run_1/met1.png
Supply wires on this layer in gray.
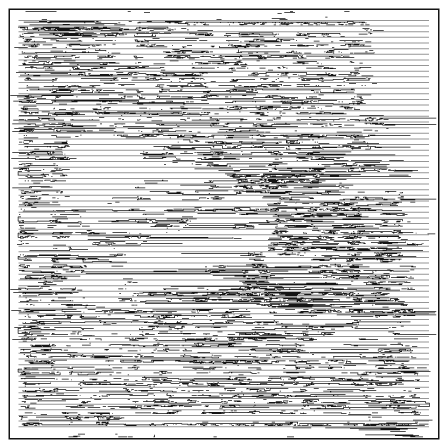
run_1/met2.png
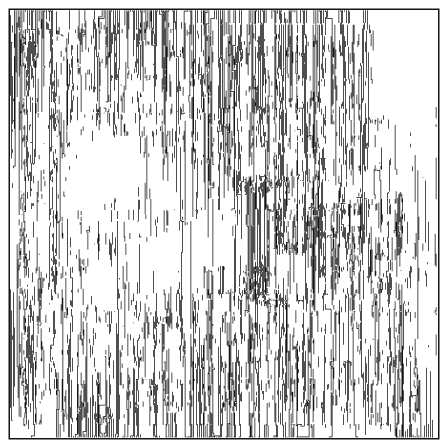
run_1/met3.png
Bar = 50 µm. Cells faint in the background.
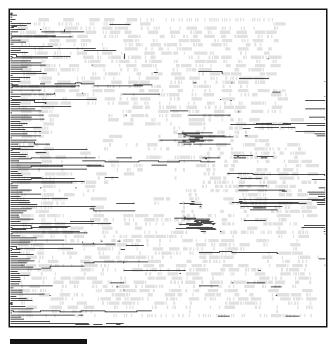
<file path="src/rtl/bdu_serializer.sv">
// Bit-serial feeder for the BDU: streams a query/reference pair MSB-first (x,y,z interleaved)
// and returns the captured distance. Define EARLY_TERM_EN to honour bdu_terminate.
module bdu_serializer #(
    parameter int B    = 32,
    parameter int ID_W = 8
) (
    input  logic            clk,
    input  logic            rst,
    input  logic            pt_valid,
    output logic            pt_ready,
    input  logic [B-1:0]    q_x,
    input  logic [B-1:0]    q_y,
    input  logic [B-1:0]    q_z,
    input  logic [B-1:0]    r_x,
    input  logic [B-1:0]    r_y,
    input  logic [B-1:0]    r_z,
    input  logic [2*B-1:0]  thr_in,
    input  logic [ID_W-1:0] pt_id,
    output logic            bdu_rst,
    output logic            bdu_q_bit,
    output logic            bdu_r_bit,
    output logic [1:0]      bdu_code,
    output logic [6:0]      bdu_which_bit,
    output logic [2*B-1:0]  bdu_threshold,
    input  logic            bdu_terminate,
    input  logic [B-1:0]    bdu_partial,
    output logic            res_valid,
    input  logic            res_ready,
    output logic [B-1:0]    res_dist,
    output logic            res_pruned,
    output logic [ID_W-1:0] res_id
);

    typedef enum logic [2:0] {
        ST_IDLE   = 3'd0,
        ST_CLEAR  = 3'd1,
        ST_STREAM = 3'd2,
        ST_DRAIN  = 3'd3,
        ST_RESULT = 3'd4
    } state_t;

    localparam logic [1:0] DIM_NONE = 2'b00;
    localparam logic [1:0] DIM_X    = 2'b01;
    localparam logic [1:0] DIM_Y    = 2'b10;
    localparam logic [1:0] DIM_Z    = 2'b11;
    localparam logic [6:0] B_LAST   = 7'(B);

    state_t          state_r, state_s;
    logic [6:0]      b_r, b_s;
    logic [1:0]      dim_r, dim_s;
    logic            accept_s, first_bit_s, last_bit_s, term_s, capture_s, res_hs_s;

    logic [B-1:0]    q_x_r, q_y_r, q_z_r, r_x_r, r_y_r, r_z_r;
    logic [ID_W-1:0] id_r;
    logic [2*B-1:0]  thr_r;

    logic [1:0]      code_s, code_r;
    logic            q_bit_s, q_bit_r, r_bit_s, r_bit_r;
    logic [6:0]      which_s, which_r, bit_idx_s;
    logic [B-1:0]    q_word_s, r_word_s, mask_s;

    logic            res_valid_r, res_pruned_r;
    logic [B-1:0]    res_dist_r;
    logic [ID_W-1:0] res_id_r;

    assign pt_ready      = (state_r == ST_IDLE);
    assign bdu_rst       = rst | (state_r == ST_CLEAR);
    assign bdu_code      = code_r;
    assign bdu_q_bit     = q_bit_r;
    assign bdu_r_bit     = r_bit_r;
    assign bdu_which_bit = which_r;
    assign bdu_threshold = thr_r;
    assign res_valid     = res_valid_r;
    assign res_dist      = res_dist_r;
    assign res_pruned    = res_pruned_r;
    assign res_id        = res_id_r;

    // Handshake and stream-position qualifiers
    always_comb begin
        accept_s    = pt_valid && (state_r == ST_IDLE);
        res_hs_s    = (state_r == ST_RESULT) && res_valid_r && res_ready;
        first_bit_s = (b_r == 7'd1) && (dim_r == DIM_X);
        last_bit_s  = (b_r == B_LAST) && (dim_r == DIM_Z);
`ifdef EARLY_TERM_EN
        // BDU state is still zero during the first bit, so its terminate is meaningless there
        term_s      = (state_r == ST_STREAM) && !first_bit_s && bdu_terminate;
`else
        term_s      = 1'b0;
`endif
        capture_s   = (state_r == ST_DRAIN) || term_s;
    end

`ifndef EARLY_TERM_EN
    logic unused_term_s;
    assign unused_term_s = bdu_terminate;
`endif

    // State and bit-position counters
    always_ff @(posedge clk) begin
        if (rst) begin
            state_r <= ST_IDLE;
            b_r     <= 7'd1;
            dim_r   <= DIM_X;
        end else begin
            state_r <= state_s;
            b_r     <= b_s;
            dim_r   <= dim_s;
        end
    end

    // Next-state and counter advance
    always_comb begin
        state_s = state_r;
        b_s     = b_r;
        dim_s   = dim_r;
        case (state_r)
            ST_IDLE: begin
                if (accept_s) state_s = ST_CLEAR;
                else          state_s = ST_IDLE;
            end
            ST_CLEAR: begin
                state_s = ST_STREAM;
                b_s     = 7'd1;
                dim_s   = DIM_X;
            end
            ST_STREAM: begin
                if (term_s)          state_s = ST_RESULT;
                else if (last_bit_s) state_s = ST_DRAIN;
                else                 state_s = ST_STREAM;
                if (dim_r == DIM_Z) begin
                    dim_s = DIM_X;
                    if (b_r != B_LAST) b_s = b_r + 7'd1;
                    else               b_s = b_r;
                end else begin
                    dim_s = dim_r + 2'd1;
                end
            end
            ST_DRAIN:  state_s = ST_RESULT;
            ST_RESULT: begin
                if (res_hs_s) state_s = ST_IDLE;
                else          state_s = ST_RESULT;
            end
            default:   state_s = ST_IDLE;
        endcase
    end

    // Next BDU bit-lane values, aligned with the state being entered
    always_comb begin
        bit_idx_s = B_LAST - b_s;
        mask_s    = {{(B-1){1'b0}}, 1'b1} << bit_idx_s;
        case (dim_s)
            DIM_X:   begin q_word_s = q_x_r; r_word_s = r_x_r; end
            DIM_Y:   begin q_word_s = q_y_r; r_word_s = r_y_r; end
            DIM_Z:   begin q_word_s = q_z_r; r_word_s = r_z_r; end
            default: begin q_word_s = {B{1'b0}}; r_word_s = {B{1'b0}}; end
        endcase
        if (state_s == ST_STREAM) begin
            code_s  = dim_s;
            q_bit_s = |(q_word_s & mask_s);
            r_bit_s = |(r_word_s & mask_s);
            which_s = bit_idx_s << 1'b1;
        end else begin
            code_s  = DIM_NONE;
            q_bit_s = 1'b0;
            r_bit_s = 1'b0;
            which_s = 7'd0;
        end
    end

    // Pair latch, taken on the accept edge
    always_ff @(posedge clk) begin
        if (rst) begin
            q_x_r <= {B{1'b0}};
            q_y_r <= {B{1'b0}};
            q_z_r <= {B{1'b0}};
            r_x_r <= {B{1'b0}};
            r_y_r <= {B{1'b0}};
            r_z_r <= {B{1'b0}};
            id_r  <= {ID_W{1'b0}};
            thr_r <= {(2*B){1'b0}};
        end else if (accept_s) begin
            q_x_r <= q_x;
            q_y_r <= q_y;
            q_z_r <= q_z;
            r_x_r <= r_x;
            r_y_r <= r_y;
            r_z_r <= r_z;
            id_r  <= pt_id;
            thr_r <= thr_in;
        end
    end

    // Registered BDU lanes and result interface
    always_ff @(posedge clk) begin
        if (rst) begin
            code_r       <= DIM_NONE;
            q_bit_r      <= 1'b0;
            r_bit_r      <= 1'b0;
            which_r      <= 7'd0;
            res_valid_r  <= 1'b0;
            res_dist_r   <= {B{1'b0}};
            res_pruned_r <= 1'b0;
            res_id_r     <= {ID_W{1'b0}};
        end else begin
            code_r      <= code_s;
            q_bit_r     <= q_bit_s;
            r_bit_r     <= r_bit_s;
            which_r     <= which_s;
            res_valid_r <= (state_r == ST_RESULT) && !res_hs_s;
            if (capture_s) begin
                res_dist_r   <= bdu_partial;
                res_pruned_r <= term_s;
                res_id_r     <= id_r;
            end
        end
    end

endmodule

</file>
<file path="config.mk">
export PLATFORM = sky130hd
export DESIGN_NAME = bdu_serializer
export DESIGN_NICKNAME = d
export VERILOG_FILES = /design/src/rtl/bdu_serializer.sv
export SDC_FILE = /design/constraint.sdc
export NUM_CORES = 1
export LEC_CHECK = 0
export CELL_PAD_IN_SITES_DETAIL_PLACEMENT = 0
export CELL_PAD_IN_SITES_GLOBAL_PLACEMENT = 2
export CORE_MARGIN = 4
export CORE_UTILIZATION = 35
export DETAILED_ROUTE_END_ITERATION = 10
export DONT_BUFFER_PORTS = 1
export HOLD_SLACK_MARGIN = 0.06
export PLACE_DENSITY = 0.78
export RECOVER_POWER = 25
export SLEW_MARGIN = 5
export SYNTH_ARGS = -nofsm -noshare
export SYNTH_HDL_FRONTEND = slang
export SYNTH_SLANG_ARGS = --single-unit
export TNS_END_PERCENT = 5
</file>
<file path="constraint.sdc">
create_clock -name clk -period 4.7 [get_ports clk]
set_input_delay 0.94 -clock clk [delete_from_list [all_inputs] [get_ports clk]]
set_output_delay 0.94 -clock clk [all_outputs]
set_load 0.1 [all_outputs]
</file>
==> impl_metrics.yaml, run 1 <==
# flow metrics
yosys:
  yosysUniqueCellTypes: 76
  ys_area_um2: 13800
  synthTopCellsByArea: "dfxtp_1, nand2_1, a21oi_1, mux2i_1, clkbuf_1"
  ys_sh_adder: 0.00455
  yosys_most_used_dff: "dfxtp_1"
  syn_avg_cell_area_um2: 7.67
  netlist.area_leader.share: 0.476
  synth.comb.largest_family: "simple AND/OR/NAND/NOR gates"
  synth_area_leader_cell: "dfxtp_1"
  synth-seq-cells: 327
  mux_area_frac: 0.0453
  ys_async_sr_fraction: 0
  aoi_share: 0.189
finish:
  final_cells: 2268
  fin_util: 0.396
  drive_above_1_share: 0.0658
  area_delta_synth_final_pct: 11.6
  nets: 2027
critical_path:
  crit_chain: "clkbuf_1, nand2b_1, o311ai_1, nand3_2, o31ai_1, nor2_1, a2111oi_0, o41ai_1, a31oi_1"
  critPathTopFamily: "AND-OR/OR-AND gates"
  crit_arrival_ps: 4810
  worst-path-buf-inv: 1
  endpoint_kind: "flip-flop"
  crit_type: "flip-flop to flip-flop"
  cp-start-kind: "flip-flop"
  worst_ep_required_time_ps: 5160
detailed_routing:
  final_antenna_net_count: 0
  first_pass_iters: 5
  wire_per_inst_um: 21.5
  drt-vias-per-instance: 5.30
  drt-initial-drc-count: 798
cts:
  cts_tree: "built"
  cts-resized-gates: 0
  htree_levels: 2
  cts.sink_count: 327
  clock_latency_ps: 540
  root_buffer: "clkbuf_16"
  clockBufferDepth: 3
  numCtsBuffers: 39
  cts_setup_buffers: 0
pwr:
  seqPwrFrac: 0.472
  p_comb_frac: 0.123
  power_mw: 7.33
  p_int_mw: 5.03
  switchingPower_mw: 2.30
  powerDensity_nw_per_um2: 478
  pwr-share-clk: 0.406
  vdd_drop_max_mv: 0.291
floorplanning:
  fp_util: 0.355
  ios: 420
  num_rows: 72
  core-area_um2: 38700
  die_h_um: 206
run_status:
  violations: "capacitance limit, slew limit"
  run_status: "finished, violations left"
sta:
  fin_worst_skew_ps: 12.5
  slew_headroom: -0.904
  fmax_ghz: 0.230
  fin_tns_setup_ps: 0
  rsz0062_at_grt: "false"
  period_minus_slack_ps: 4350
  slew_viol_final: 131
  worstMarginPinSlew_ps: 2860
placement:
  dp_cells: 2198
  post-dp-hpwl_um: 34100
grt:
  grt_pass1_vias: 11853
  grt_pass1_wl_um: 72000
  overflow: 0
  grt_use_total: 0.220
flow_run:
  cap_violations: 2
  warnings: 38
hold_path:
  hold_path_class: "flip-flop to flip-flop"
## Picture notes: met1.png
nets with wire on the layer	1,887
longest straight run	77.7 µm
main direction	horizontal
wire length on this layer	19,400 µm
final wirelength: 48,800 µm
DR vias: 12,028
met1 usage: 0.267

## Picture notes: met2.png
wire length on this layer	23.8 mm
share of all routed wire	49%
grt met2 use: 0.365

## Picture notes: met3.png
nets with wire on the layer	244
share of all routed wire	9.0%
wire length on this layer	4,420 µm
main direction	horizontal
longest straight run	68.1 µm
M3 GR Usage: 0.0797

## run 1: cell usage after synthesis (6+ instances only)
master	n
a21oi_1	325
buf_4	6
mux2_2	10
a221oi_1	6
a22oi_1	7
nor3_1	12
nand4_1	6
buf_2	16
a211oi_1	9
mux2i_1	45
o211ai_1	8
o21ai_0	33
nand3_1	16
dfxtp_1	327
a22o_1	6
a31oi_1	9
nand2b_1	7
clkbuf_1	111
nor2_1	48
o2111ai_1	10
nand2_1	664
## run 1: state kept, by name (all words and copies together) (netlist names), 3 cells and up
| register | flops |
|---|---|
| id_r | 8 |
| r_z_r | 32 |
| b_r | 7 |
| q_z_r | 32 |
| q_x_r | 32 |
| r_y_r | 32 |
| q_y_r | 32 |
| res_dist | 32 |
| bdu_which_bit | 6 |
| bdu_threshold | 64 |
| res_id | 8 |
| state_r | 3 |
| r_x_r | 32 |
## run 1: layout make-up
| type | count | area (µm²) |
|---|---|---|
| diodes | 3 | 7.51 |
| clock buffers | 54 | 1120 |
| clock inverters | 13 | 144 |
| fillers | 4167 | 23400 |
| inverters | 7 | 26.3 |
| multi-input cells | 1323 | 6640 |
| flip-flops and latches | 327 | 6550 |
| well taps | 518 | 648 |
| repair buffers | 23 | 224 |
## run 1: path summary, 6_finish.rpt
check        startpoint        end  slack [ps]  depth (start not counted)
min             id_r[6]  res_id[6]         450                          2
max          state_r[1]  bdu_r_bit         350                          9
min reg2reg     id_r[6]  res_id[6]         450                          2
max reg2reg  state_r[1]  bdu_r_bit         350                          9
## run 1: per-layer routing
| metal | wire length, µm | GRT usage |
|---|---|---|
| met1 | 19400 | 0.267 |
| met2 | 23800 | 0.365 |
| met3 | 4420 | 0.0797 |
| met4 | 1140 | 0.0651 |
| met5 | 62 | 0 |
## run 1: placed cells by master, fill, tap and decap left out, types with 5 or more instances in the layout
cell,synthesis,layout
nand2_1,664,663
dfxtp_1,327,327
a21oi_1,325,325
nor2_1,48,47
mux2i_1,45,45
clkbuf_16,0,40
o21ai_0,33,33
buf_4,6,18
nand3_1,16,16
nor3_1,12,12
o2111ai_1,10,10
mux2_2,10,10
a211oi_1,9,9
a31oi_1,9,9
clkbuf_8,0,9
o211ai_1,8,8
nand2b_1,7,7
a22oi_1,7,7
clkinv_2,0,7
clkbuf_1,111,7
nand4_1,6,6
a22o_1,6,6
a221oi_1,6,6
inv_1,5,5
xnor2_1,5,5
and2_1,5,5
or3_1,5,5
nor4_1,5,5
ha_1,5,5
## run 1: stage by stage
stage	setup WS, ps	hold slack (ps)	area (µm²)
global placement	659	436	14100
global route	112	449	15400
detailed placement	587	441	14100
floorplan	789	432	13800
finish	345	450	15400
CTS	499	448	15400
## run 1: worst reg2reg max path: cells and delay by family (launching register included)
family | cells | cell delay [ps]
compound gates | 5 | 2450
buf+inv | 1 | 660
flops | 1 | 340
simple gates | 3 | 840
## run 1: power groups by stage
stage / Combinational (mW) / Clock, mW / Sequential (mW)
after floorplan: 0.692 / 0 / 3.48
after global placement: 0.906 / 0 / 3.51
after detailed placement: 0.920 / 0 / 3.52
after CTS: 0.920 / 3.07 / 3.46
after global routing: 1.02 / 3.18 / 3.48
final: 0.901 / 2.97 / 3.46
run_1/met4.png
Supply wires on this layer in gray. Cells faint in the background.
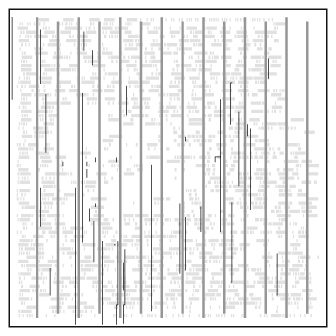

==> inputs of run 2 (changes only) <==
==> constraint.sdc (replaced) <==
create_clock -name clk -period 4.7 [get_ports clk]
set_input_delay 0.94 -clock clk [delete_from_list [all_inputs] [get_ports clk]]
set_output_delay 0.94 -clock clk [all_outputs]
set_load 0.005 [all_outputs]
run_2/met4.png
Supply wires on this layer in gray. Cells faint in the background.
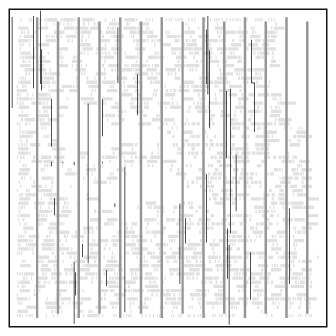
share of all routed wire	2.5%
nets with wire on the layer	21
longest straight run	104 µm
wire length on this layer	1,240 µm
main direction	vertical
DR vias: 11,974
final wirelength: 48,600 µm

run_2/met2.png
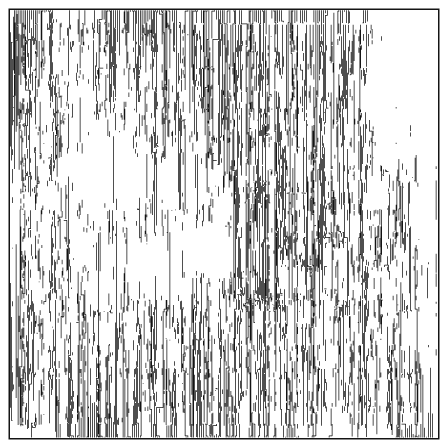
share of all routed wire	48%
main direction	vertical
longest straight run	104 µm
wire length on this layer	23.6 mm
grt met2 use: 0.365

==> run 2 against run 1 <==
  * The flow now finishes without violations
  * Sequential share of layout area decreased by 0.36 points
  * Via count decreased by 0.45%
  * Cell area increased by 0.85%
  * Die area unchanged
  * Fmax increased by 8.4%
  * Combinational power decreased by 3.9%
  * Power decreased by 1.5%
  * Core utilization increased by 0.34 points
  * Setup slack improved by 340 ps
  * Critical path type unchanged
  * Largest cell class unchanged
  * Largest power group is now clock
==> impl_metrics.yaml, run 2 <==
# flow metrics
flow_run:
  warnings: 38
  cap_violations: 0
critical_path:
  endpoint_kind: "flip-flop"
  critPathTopFamily: "simple AND/OR/NAND/NOR gates"
  crit_type: "flip-flop to flip-flop"
  cp-start-kind: "flip-flop"
  r2r_cells: 12
  cp_max_fo: 20
  path_common_cell: "nor2_1"
  crit_arrival_ps: 4490
  rr_endpoint: "bdu_r_bit"
  r2r_start: "state_r[0]"
  worstSetupStartpoint: "state_r[0]"
  worst-path-buf-inv: 1
  r2r_slack_ps: 680
  worst_ep_required_time_ps: 5170
  crit_cells: 12
  crit_end: "bdu_r_bit"
  crit_chain: "and4bb_1, a21boi_4, nor2_1, a21oi_1, or2_2, ha_1, clkinv_1, nor2_1, o2111ai_1, a32oi_1, o21ai_0, a31oi_1"
pwr:
  p_int_mw: 5.29
  seqPwrFrac: 0.427
  vdd_drop_max_mv: 0.254
  powerDensity_nw_per_um2: 466
  power_mw: 7.22
  leakage_nw: 5.59
  pwr-share-clk: 0.453
  p_comb_frac: 0.120
  swShare: 0.267
  switchingPower_mw: 1.93
yosys:
  syn_area_um2: 13800
  yosys_most_used_dff: "dfxtp_1"
  netlist.area_leader.share: 0.476
  synth_area_leader_cell: "dfxtp_1"
  most_common_cell: "nand2_1"
  synthTopCellsByArea: "dfxtp_1, nand2_1, a21oi_1, mux2i_1, clkbuf_1"
  ys_area_um2: 13800
  yosysUniqueCellTypes: 76
  yosys.stat.seqShare: 0.476
  synth-seq-cells: 327
  ys_async_sr_fraction: 0
  synthTopCellsByCount: "nand2_1, dfxtp_1, a21oi_1"
  syn_avg_cell_area_um2: 7.67
placement:
  io_buffers: 0
  pre_cts_slack_ps: 522
  dp_cells: 2198
  post-dp-hpwl_um: 34200
grt:
  gr-usage-met1: 0.263
  grt_max_degree: 319
  busiest_layer: "met2"
  grt_pass1_wl_um: 71400
  use_met3: 0.0775
  grt_pass1_vias: 11629
  overflow: 0
  antenna_found_initial: 7
  grt_use_total: 0.219
sta:
  fin_worst_skew_ps: 14.9
  fmax_ghz: 0.249
  rsz0062_at_grt: "false"
  hold_slack_ps: 448
  worstMarginPinSlew_ps: 1080
  hold_viol_final: 0
  final-setup-viol-count: 0
  fin_tns_setup_ps: 0
  period_minus_slack_ps: 4020
  slew_viol_final: 0
  slew_headroom: 0.282
  finalCritPeriodShare: 0.855
  fin_ws_ps: 681
cts:
  clock_latency_ps: 560
  cts.sink_count: 327
  clockBufferDepth: 3
  htree_levels: 2
  clk_pin_slew_ps: 70
  root_buffer: "clkbuf_16"
  cts_tree: "built"
  numCtsBuffers: 38
  cts-resized-gates: 0
  holdBufCountCts: 0
  cts_setup_buffers: 0
finish:
  final_cells: 2270
  final_layout_top_logic_cells: "nand2_1, dfxtp_1, a21oi_1, nor2_1, mux2i_1"
  nets: 2026
  lay_top_count: "nand2_1"
  area_delta_synth_final_pct: 12.5
  largest_register_ffs: 64
  drive_above_1_share: 0.0691
detailed_routing:
  final_antenna_net_count: 0
  first_pass_iters: 7
  drt-vias-per-instance: 5.27
  wire_per_inst_um: 21.4
  drt-initial-drc-count: 849
run_status:
  run_status: "complete, no violations"
floorplanning:
  die_h_um: 206
  num_rows: 72
  fp_util: 0.355
  chip_area_um2: 42600
  core-area_um2: 38700
  ios: 420
hold_path:
  hold_path_class: "flip-flop to flip-flop"
  hold_start: "q_z_r[2]"
[run 2: cell types whose count changed in the layout (fill, tap and decap cells not counted), moves of 2 or more]
cell       previous run  this run
clkbuf_8              9        12
clkinv_2              7         3
bufinv_16             2         6
buf_4                18        20
[run 2: through the flow]
step	instance area [µm²]	utilization
floorplan	13800	-
global placement	14100	0.363
detailed placement	14100	0.363
CTS	15500	0.400
global route	15500	0.400
finish	15500	0.400
[run 2: power groups by stage]
stage / Sequential, mW / Clock (mW) / Combinational [mW]
finish: 3.08 / 3.27 / 0.866
global route: 3.11 / 3.45 / 0.979
CTS: 3.09 / 3.36 / 0.886
detailed placement: 3.15 / 0 / 0.885
global placement: 3.14 / 0 / 0.872
floorplan: 3.10 / 0 / 0.667
[run 2: per-layer routing]
| layer | wire length (µm) | part of all wire |
|---|---|---|
| met3 | 4270 | 0.088 |
| met5 | 69 | 0.0014 |
| met4 | 1240 | 0.025 |
| met2 | 23600 | 0.48 |
| met1 | 19500 | 0.40 |
[run 2: area by class of cell]
class                      instances  area [µm²]
tap                              518         648
antenna                            2        5.00
inverter                           7        26.3
multi-input combinational       1323        6650
fill                            4135       23200
clock inverter                    12         235
clock buffer                      58        1170
timing repair buffer              23         210
sequential                       327        6550
[run 2: how the worst min path moves through the flow]
stage,cells past startpoint,end,slack (ps)
6_report,2,q_z_r[2],450
5_1_grt,1,q_z_r[20],450
3_3_place_gp,2,res_id[7],440
2_1_floorplan,2,res_id[0],430
3_5_place_dp,2,q_z_r[2],440
4_1_cts,1,q_x_r[20],440
[run 2: cell families after synthesis]
kind of cell,after synthesis,synth area share
AND-OR/OR-AND,453,0.189
adder cells (fa/ha/maj),5,0.00455
XOR/XNOR,7,0.00445
AND/OR/NAND/NOR,798,0.236
flip-flops,327,0.476
multiplexers,58,0.0453
buffers and inverters,146,0.0445
other,1,0.000272
[run 2: worst reg2reg max path, delay by kind of cell (launching register included)]
family                   cells  cell delay [ps]
AND-OR/OR-AND                6              960
adder cells (fa/ha/maj)      1              580
buffers and inverters        1              470
flip-flops                   1              780
AND/OR/NAND/NOR              4             1170
run_2/met3.png
Bar = 50 µm. Cells faint in the background.
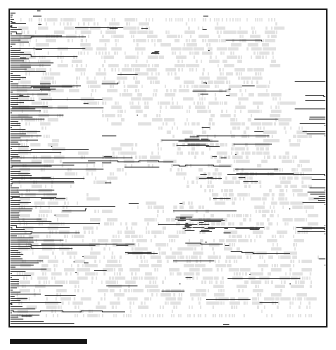

==> inputs of run 3 (changes only) <==
--- a/config.mk
+++ b/config.mk
@@ -5,14 +5,16 @@
 export SDC_FILE = /design/constraint.sdc
 export NUM_CORES = 1
 export LEC_CHECK = 0
+export ABC_AREA = 1
 export CELL_PAD_IN_SITES_DETAIL_PLACEMENT = 0
 export CELL_PAD_IN_SITES_GLOBAL_PLACEMENT = 2
 export CORE_MARGIN = 4
-export CORE_UTILIZATION = 35
+export CORE_UTILIZATION = 36
+export CTS_BUF_LIST = sky130_fd_sc_hd__clkbuf_4
 export DETAILED_ROUTE_END_ITERATION = 10
 export DONT_BUFFER_PORTS = 1
 export HOLD_SLACK_MARGIN = 0.06
-export PLACE_DENSITY = 0.78
+export PLACE_DENSITY = 0.81
 export RECOVER_POWER = 25
 export SLEW_MARGIN = 5
 export SYNTH_ARGS = -nofsm -noshare
run_3/met3.png
Bar = 50 µm. Cells faint in the background.
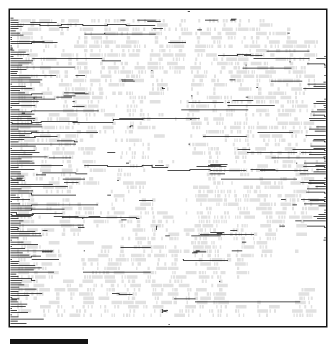
longest straight run	66.7 µm
wire length on this layer	3,940 µm
main direction	horizontal
M3 GR Usage: 0.0786
final wirelength: 46,700 µm
DR vias: 12,203

run_3/met1.png
Supply wires on this layer in gray.
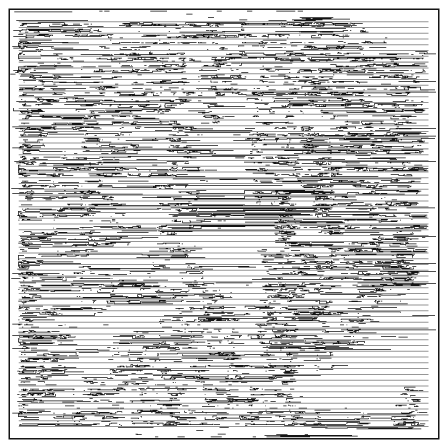
nets with wire on the layer	1,933
share of all routed wire	42%
longest straight run	75.9 µm
wire length on this layer	19,700 µm
met1 usage: 0.279

==> run 3 against run 2 <==
  * The flow now finishes with violations (capacitance limit, slew limit)
  * Register-to-register slack better by 240 ps
  * Power fell by 11%
  * Worst hold slack lost 160 ps
  * Sequential power hardly changed
  * Core utilization grew 0.37 points
  * Area after synthesis shrank 2.2%
  * Fmax increased by 6.4%
  * Cell area decreased by 4.4%
  * First-iteration DRC count fell by 20%
  * Die area down 4.8%
  * Count of clock-buffer cells in the layout is 75 higher
  * Highest routed layer unchanged
==> impl_metrics.yaml, run 3 <==
# flow metrics
critical_path:
  cp_max_fo: 18
  cp-start-kind: "flip-flop"
  crit_arrival_ps: 4450
  worst_ep_required_time_ps: 5370
  endpoint_kind: "flip-flop"
  r2r_start: "b_r[0]"
  crit_type: "flip-flop to flip-flop"
  worstSetupStartpoint: "b_r[0]"
sta:
  slew_headroom: -0.0630
  worstMarginPinSlew_ps: 1590
  period_minus_slack_ps: 3780
  fmax_ghz: 0.265
  hold_slack_ps: 292
  hold_viol_final: 0
  fin_tns_setup_ps: 0
  slew_viol_final: 42
  final-setup-viol-count: 0
  fin_worst_skew_ps: 43.1
  finalCritPeriodShare: 0.803
  rsz0062_at_grt: "false"
pwr:
  powerDensity_nw_per_um2: 432
  vdd_drop_max_mv: 0.191
  leakage_nw: 5.77
yosys:
  ys_cells: 1806
  synthTopCellsByArea: "dfxtp_1, a21oi_1, nand3_1, nand2_1, o21ai_0"
  edf_count: 0
  ys_async_sr_fraction: 0
  ys_area_um2: 13500
  synth_area_leader_cell: "dfxtp_1"
  yosys.stat.seqShare: 0.487
  yosys_most_used_dff: "dfxtp_1"
  synthCells: 1806
  ys_warn_count: 0
  synthTopCellsByCount: "dfxtp_1, a21oi_1, nand2_1"
  syn_area_um2: 13500
  syn_avg_cell_area_um2: 7.45
  most_common_cell: "dfxtp_1"
  netlist.area_leader.share: 0.487
  synth-seq-cells: 327
  yosysUniqueCellTypes: 28
cts:
  cts_setup_buffers: 0
  clk_pin_slew_ps: 70
  cts-resized-gates: 0
  cts.sink_count: 327
  root_buffer: "clkbuf_4"
  htree_levels: 3
  clockBufferDepth: 3
  cts_tree: "built"
  clock_latency_ps: 770
  holdBufCountCts: 0
  numCtsBuffers: 90
detailed_routing:
  drt-initial-drc-count: 679
  first_pass_iters: 5
  final_antenna_net_count: 0
  drt-vias-per-instance: 5.29
  wire_per_inst_um: 20.2
  drc: 0
run_status:
  run_status: "finished, violations left"
  violations: "capacitance limit, slew limit"
finish:
  final_cells: 2308
  lay_top_count: "dfxtp_1"
  final_layout_top_logic_cells: "dfxtp_1, a21oi_1, nand2_1, nand3_1, o21ai_0"
  area_delta_synth_final_pct: 10.1
  drive_above_1_share: 0.101
  nets: 2078
  largest_register_ffs: 64
hold_path:
  hold_path_class: "primary input to flip-flop"
  hold_start: "rst"
floorplanning:
  die_x_um: 201
  core-area_um2: 36700
  chip_area_um2: 40500
  die_h_um: 201
  num_rows: 70
  ios: 420
  fp_util: 0.367
grt:
  overflow: 0
  grt_use_total: 0.222
  grt_pass1_vias: 12277
  antenna_found_initial: 15
  grt_max_degree: 155
  grt_pass1_wl_um: 72000
placement:
  place_congestion: 0.805
  io_buffers: 0
  post-dp-hpwl_um: 31800
  dp_cells: 2148
flow_run:
  cap_violations: 1
  warnings: 41
==> run 3: cell types whose count changed after synthesis, sizes merged, moves of 11 or more <==
| cell | change |
|---|---|
| a21oi | -53 |
| buf | -15 |
| clkbuf | +20 |
| inv | +151 |
| mux2 | -11 |
| mux2i | -45 |
| nand2 | -389 |
| nand3 | +195 |
| nor2 | +104 |
| o21ai | +139 |
| o221ai | +57 |
==> run 3: path summary, 6_finish.rpt <==
path / endpoint / slack [ps] / cells after the start
max: bdu_r_bit / 920 / 23
min: b_r[2] / 290 / 1
max reg2reg: bdu_r_bit / 920 / 23
min reg2reg: q_y_r[1] / 450 / 2
==> run 3: logic make-up (layout without fill, tap and decap cells) <==
family | after synthesis | after routing | synth area share
other cells | 1 | 9 | 0.000279
simple gates | 657 | 657 | 0.212
flops | 327 | 327 | 0.487
buf+inv | 301 | 327 | 0.0861
compound gates | 514 | 514 | 0.209
xor+xnor | 1 | 1 | 0.00205
fa+ha+maj | 5 | 5 | 0.00465
==> run 3: report_power, final <==
part           total, mW  internal [mW]  switching, mW  leakage, nW
Sequential          3.08           2.98         0.0969         2.69
Combinational      0.743          0.217          0.526         2.41
Clock               2.58           1.39           1.18        0.675
==> run 3: per-stage QoR <==
| step | power, mW | area [µm²] | util | setup WS, ps |
|---|---|---|---|---|
| final | 6.40 | 14800 | 0.404 | 924 |
| after global routing | 6.79 | 14800 | 0.404 | 560 |
| after CTS | 6.52 | 14800 | 0.404 | 818 |
| after detailed placement | 3.90 | 13700 | 0.373 | 849 |
| after global placement | 3.88 | 13700 | 0.373 | 917 |
| after floorplan | 3.68 | 13500 | - | 2010 |
==> run 3: worst max-delay path, cell delays in order, from the launching register on <==
cell	delay (ps)
dfxtp_1	400
inv_1	60
ha_1	190
inv_1	60
nor2_2	40
nand3_1	140
nand3_1	110
nand2_1	80
nand2_1	70
nor2_4	230
ha_1	220
inv_1	50
nor3_1	180
nor2_1	60
a21oi_1	300
inv_2	70
nor2_2	630
buf_4	270
nand3_1	110
o21ai_1	160
nor2_1	60
nand2_1	60
nor2_1	40
a21oi_1	100
==> run 3: routing by layer <==
metal	GRT usage	vias to the layer above	share of wire
li1	-	6059	-
met3	0.0786	64	0.085
met2	0.355	408	0.47
met5	0	-	0.0024
met4	0.0793	16	0.019
met1	0.279	5656	0.42
==> run 3: cell type report <==
type | instances | area [µm²]
Multi-Input combinational cell | 1179 | 5770
Inverter | 157 | 597
Tap cell | 468 | 586
Sequential cell | 327 | 6550
Clock inverter | 20 | 141
Clock buffer | 133 | 998
Fill cell | 3869 | 21900
Antenna cell | 7 | 17.5
Timing Repair Buffer | 17 | 158
Power is estimated from default activity; no workload was simulated.
